--- config.mk ---
export PLATFORM = sky130hd
export DESIGN_NAME = regfile_wb_arbiter
export DESIGN_NICKNAME = d
export VERILOG_FILES = /design/src/rtl/regfile_wb_arbiter.sv
export SDC_FILE = /design/constraint.sdc
export NUM_CORES = 1
export LEC_CHECK = 0
export ABC_AREA = 1
export CAP_MARGIN = 5
export CORE_MARGIN = 1
export CORE_UTILIZATION = 46
export CTS_CLUSTER_DIAMETER = 30
export CTS_CLUSTER_SIZE = 14
export DETAILED_ROUTE_END_ITERATION = 10
export PLACE_DENSITY = 0.86
export SYNTH_ARGS = -nofsm -noshare
export SYNTH_HDL_FRONTEND = slang
export SYNTH_SLANG_ARGS = --single-unit
--- constraint.sdc ---
create_clock -name clk -period 2.8 [get_ports clk]
set_clock_uncertainty 0.1 [all_clocks]
set_input_delay 0.28 -clock clk [delete_from_list [all_inputs] [get_ports clk]]
set_output_delay 0.28 -clock clk [all_outputs]
set_load 0.02 [all_outputs]
--- src/rtl/regfile_wb_arbiter.sv ---
// regfile_wb_arbiter: arbitrates the register file write port between two
// writeback channels (A = ALU, B = load/multi-cycle unit). It registers the
// winning write and keeps a pending-write scoreboard for hazard detection.
//
// Optional feature macro: WB_ARB_RR_EN
//   defined   -> round-robin on contention (alternates A/B via last_grant)
//   undefined -> fixed priority, A always wins contention
module regfile_wb_arbiter #(
    parameter int NREG = 32,
    parameter int AW   = 5,
    parameter int DW   = 32
) (
    input  logic            clk,
    input  logic            rst,
    input  logic            stall,
    input  logic            valid_a,
    input  logic [AW-1:0]   addr_a,
    input  logic [DW-1:0]   data_a,
    output logic            ready_a,
    input  logic            valid_b,
    input  logic [AW-1:0]   addr_b,
    input  logic [DW-1:0]   data_b,
    output logic            ready_b,
    input  logic            reserve_valid,
    input  logic [AW-1:0]   reserve_addr,
    output logic            regWrite,
    output logic [AW-1:0]   writeAddr,
    output logic [DW-1:0]   writeData,
    output logic [NREG-1:0] pending
);

    typedef enum logic {CH_A = 1'b0, CH_B = 1'b1} chan_t;

    chan_t          last_grant_reg;
    chan_t          last_grant_next;
    logic           grant_a;
    logic           grant_b;
    logic           xfer;
    logic [AW-1:0]  sel_addr;
    logic [DW-1:0]  sel_data;
    logic           sel_in_range;
    logic           wr_ok;
    logic           reg_write_reg;
    logic [AW-1:0]  write_addr_reg;
    logic [DW-1:0]  write_data_reg;

    // Grant selection; reset (active low) and stall both suppress every grant.
    always_comb begin
        grant_a = 1'b0;
        grant_b = 1'b0;
        if (rst && !stall) begin
            if (valid_a && valid_b) begin
`ifdef WB_ARB_RR_EN
                if (last_grant_reg == CH_B) begin
                    grant_a = 1'b1;
                end else begin
                    grant_b = 1'b1;
                end
`else
                grant_a = 1'b1;
`endif
            end else if (valid_a) begin
                grant_a = 1'b1;
            end else if (valid_b) begin
                grant_b = 1'b1;
            end
        end
    end

    assign ready_a = grant_a;
    assign ready_b = grant_b;
    assign xfer    = grant_a | grant_b;

    // Mux the granted channel and decide whether it actually writes.
    always_comb begin
        sel_addr = grant_a ? addr_a : addr_b;
        sel_data = grant_a ? data_a : data_b;
        // Addresses beyond the register file are accepted but dropped.
        sel_in_range = (32'(sel_addr) < NREG);
        wr_ok = xfer && (sel_addr != '0) && sel_in_range;
    end

    // Pointer follows actual transfers only.
    always_comb begin
        last_grant_next = last_grant_reg;
        if (grant_a) begin
            last_grant_next = CH_A;
        end else if (grant_b) begin
            last_grant_next = CH_B;
        end
    end

    // Last-grant register; resets to B so A wins the first contention.
    always_ff @(posedge clk) begin
        if (!rst) begin
            last_grant_reg <= CH_B;
        end else begin
            last_grant_reg <= last_grant_next;
        end
    end

    // Write register: one-cycle regWrite pulse, address/data hold otherwise.
    always_ff @(posedge clk) begin
        if (!rst) begin
            reg_write_reg  <= 1'b0;
            write_addr_reg <= '0;
            write_data_reg <= '0;
        end else begin
            reg_write_reg <= wr_ok;
            if (wr_ok) begin
                write_addr_reg <= sel_addr;
                write_data_reg <= sel_data;
            end
        end
    end

    assign regWrite  = reg_write_reg;
    assign writeAddr = write_addr_reg;
    assign writeData = write_data_reg;

    // Scoreboard, one flop per register; register 0 is never pending.
    generate
        for (genvar gi = 0; gi < NREG; gi++) begin : g_sb
            if (gi == 0) begin : g_zero
                assign pending[gi] = 1'b0;
            end else begin : g_bit
                logic bit_reg;
                // Set by reserve, cleared by a write; set wins a same-cycle collision.
                always_ff @(posedge clk) begin
                    if (!rst) begin
                        bit_reg <= 1'b0;
                    end else if (reserve_valid && (32'(reserve_addr) == gi)) begin
                        bit_reg <= 1'b1;
                    end else if (wr_ok && (32'(sel_addr) == gi)) begin
                        bit_reg <= 1'b0;
                    end
                end
                assign pending[gi] = bit_reg;
            end
        end
    endgenerate

endmodule

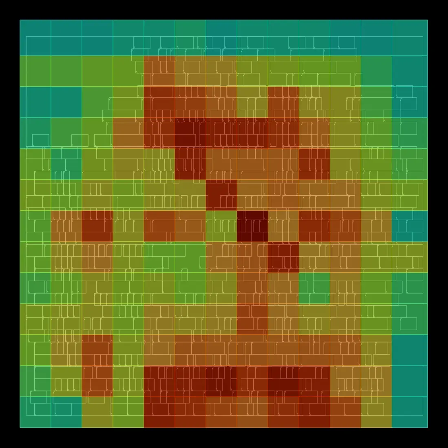
Figure 1: run 1, routing congestion.
met1 Use GR: 30.9%
met2 usage: 45.7%
drt wl/cell: 14.0 µm

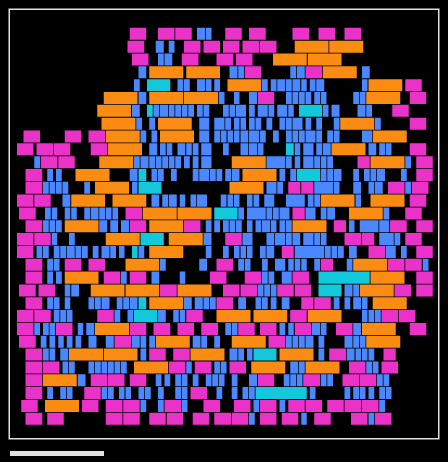
Figure 2: run 1, cell classes on the final placement.
The bar under the picture is 20 µm long.
flip-flops: marked orange, cells 69, share of their area 27%. clock drivers and dummy loads: marked cyan, cells 16, share of their area 4.1%. all other logic: marked blue, cells 435, share of their area 37%. other buffers and delay cells: marked magenta, cells 165, share of their area 32%.
flop share of the area: 26.6%
Final Core Density: 69.7%
Final Cell Area: 5190 µm²

==> metrics.csv, run 1 <==
metric,value,unit
hold-critical path depth,2,
GP Congestion,0.856,
Top cell excl fill/tap,nand2_1,
Synthesized Nets,649,
"Avg Cell Area, Syn",6.42,µm²
port bufs,155,
Hold Slack,0.364,ns
outcome,completed,
Top cells excl fill/tap,"nand2_1 (200), clkdlybuf4s50_1 (155), nor2_1 (107)",
Post-Place Setup Slack,-0.115,ns
Slew @ Worst Pin,0.544,ns
inverters,20,
Max clock buf depth,2,
setup ws final,0.309,ns
ClkCell Share,3.98,%
signal buffers share of area,31.4,%
P per Cell Area,494,nW/µm²
vias in the first global route,3934,
hold path start,g_sb[4].g_bit.bit_reg$_SDFFE_PN0P_,
Routed Antenna Nets,0,
placed instance count,768,
"Reg clk slew, reported paths",0.07,ns
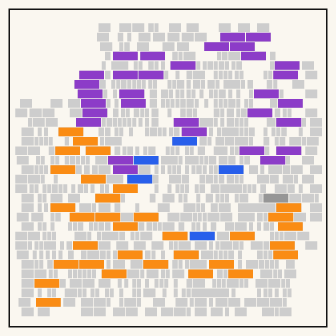
Figure 3: run 1, register map, names as in the netlist.
Other sequential cells in the stronger gray, the rest of the logic in the fainter gray.
g_sb.g_bit.bit_reg: marked purple, sequential cells 31. writeAddr: marked blue, sequential cells 5, where middle. writeData: marked orange, sequential cells 32.
Another 1 sequential cells are not colored.

## run 1: layer usage
metal / vias to the layer above / wire length [µm]
met5: - / 0
met4: 0 / 533
met3: 46 / 892
met2: 208 / 5300
met1: 1799 / 4250
li1: 1973 / -
## run 1: power by group through the flow
stage | clock (mW) | sequential [mW] | combinational (mW)
after floorplan | 0 | 1.16 | 0.254
after global placement | 0 | 1.10 | 0.598
after detailed placement | 0 | 1.10 | 0.612
final | 0.861 | 1.08 | 0.619
after global routing | 0.915 | 1.09 | 0.668
after CTS | 0.861 | 1.08 | 0.615
## run 1: worst min-delay path, stage by stage, from the launching register on
cell,delay (ns)
dfxtp_1,0.31
nand2_1,0.06
a21oi_1,0.05
Figure 4. Routed clock nets over the placement (run 1).
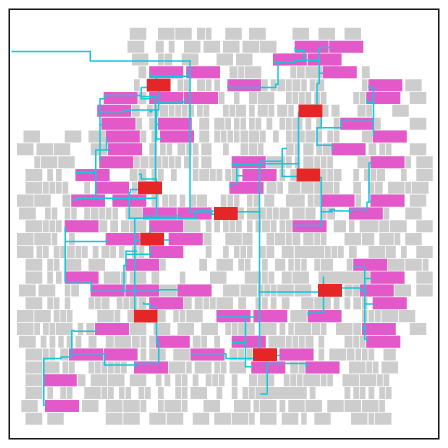

==> run 1 -> run 2 <==
CTS_BUF_LIST = sky130_fd_sc_hd__clkbuf_4 sky130_fd_sc_hd__clkbuf_8 sky130_fd_sc_hd__clkbuf_16   (was default)
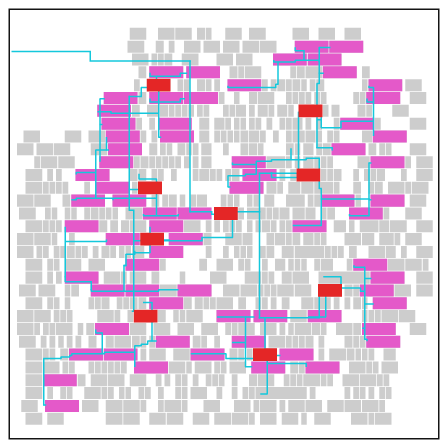
Figure 5: run 2, routed clock nets over the placement.
flip-flops: marked magenta, count 69. cells driving clock nets: marked red, count 9. clock wires: marked cyan, length 786 µm.
There are 10 routed clock nets. Position of the flops: spread over the die.
clock share of power: 34.0%
clk_lat worst skew: 0.35 ns
P_clk: 877 µW

==> run 2 against run 1 <==
Against the previous run: critical endpoint unchanged; register-to-register slack barely moved; flip-flop count did not move; global-route usage fell by 0.054 points; total power rose by 0.63%; first-iteration DRC count rose by 12%; critical path depth did not move; count of clock-buffer cells in the layout did not move; fmax fell by 0.56%; synthesized cell count did not move; critical path type unchanged; worst hold slack got worse by 0.00053 ns.
==> metrics.csv, run 2 <==
metric,value,unit,change
outcome,completed,,
top routing layer used,met4,,
Core Area,7450,µm²,
met2 usage,45.6,%,-0.13 points
Top cells excl fill/tap,"nand2_1 (200), clkdlybuf4s50_1 (155), nor2_1 (107)",,
hold-critical path depth,2,,unchanged
vias in the first global route,3933,,-0.025%
unrepaired setup endpoints after global routing,no,,
Pins Over Slew Limit,0,,
"Reg clk slew, reported paths",0.07,ns,about the same
placed instance count,768,,unchanged
Starting DRT DRC Count,306,,
hold path start,g_sb[4].g_bit.bit_reg$_SDFFE_PN0P_,,
GP Congestion,0.856,,unchanged
Final Core Density,69.8,%,+0.10 points
P per Cell Area,496,nW/µm²,+0.48%
inverters,20,,unchanged
Max clock buf depth,2,,unchanged
Routed Antenna Nets,0,,unchanged
met1 Use GR,30.6,%,-0.26 points
share of Yosys cell area claimed by the top area cell type,38.1,%,
Final Cell Area,5190,µm²,+0.14%
Slew @ Worst Pin,0.541,ns,-0.00288 ns
Top cell excl fill/tap,nand2_1,,
VDD IR max,0.293,mV,
cycle use final,89.5,%,
Met1 Wirelength,4.23,mm,-0.49%
signal buffers share of area,31.3,%,-0.045 points
flop share of the area,26.6,%,-0.038 points
"non-filler cells, final",784,,
"Avg Cell Area, Syn",6.42,µm²,unchanged
Post-Place Setup Slack,-0.115,ns,unchanged
ys async rst share,0,%,
CP cell instances,"clkdlybuf4s50_1, nand3_4, nand2_1, nand2_1, nor2_1, nand2_4, nand2_2, nand2_2, inv_4, nor2_1, nor2_1",,
cts hold-fix bufs,0,,
Synthesized Nets,649,,unchanged
met2 wire length,5.32,mm,+0.36%
max FFs per register,32,,
maximum single-stage delay on the critical path,0.67,ns,
Hold Slack,0.363,ns,-0.000528 ns
drt wl/cell,14.0,µm,+0.15%
port bufs,155,,unchanged
MaxCap Viol Count,0,,
1st-pass router iterations,5,,
Flop area,1380,µm²,
count of different cell masters after synthesis,24,,
wire length on met3,908,µm,+1.8%
setup ws final,0.295,ns,-0.0141 ns
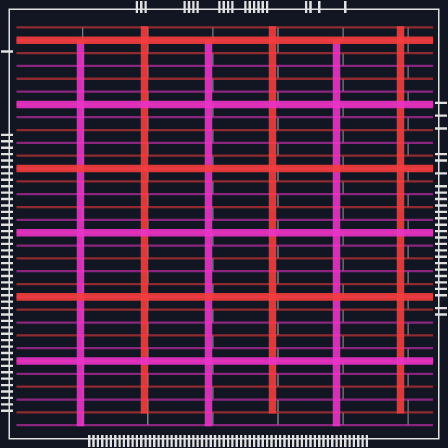
Figure 6: run 2, supply network.
Pins as bars on the die edge. Tap cells in gray.
VDD: marked red. VSS: marked magenta.
32 met1 rails follow the rows. The core has 31 rows.

-- run 2: cell counts after synthesis --
No cell type changed its count.
-- run 2: kinds of logic (layout without fill, tap and decap cells) --
group | Yosys count | in the layout | share of synthesized area (%)
AND-OR/OR-AND | 70 | 70 | 9.78
AND/OR/NAND/NOR | 344 | 344 | 39.0
buffers and inverters | 80 | 201 | 13.0
flip-flops | 69 | 69 | 38.1
other | 1 | 1 | 0.104
-- run 2: tightest hold or removal path: cells and delay by family, from the launching register on --
family | cells | cell delay, ns
AND-OR/OR-AND | 1 | 0.05
AND/OR/NAND/NOR | 1 | 0.06
flip-flops | 1 | 0.31
-- run 2: report_power, final --
part / total [mW] / switching, mW / internal (mW)
combinational: 0.620 / 0.334 / 0.286
clock: 0.877 / 0.360 / 0.517
sequential: 1.08 / 0.0361 / 1.04
No activity file was given, so power comes from the tool's default toggle rates.
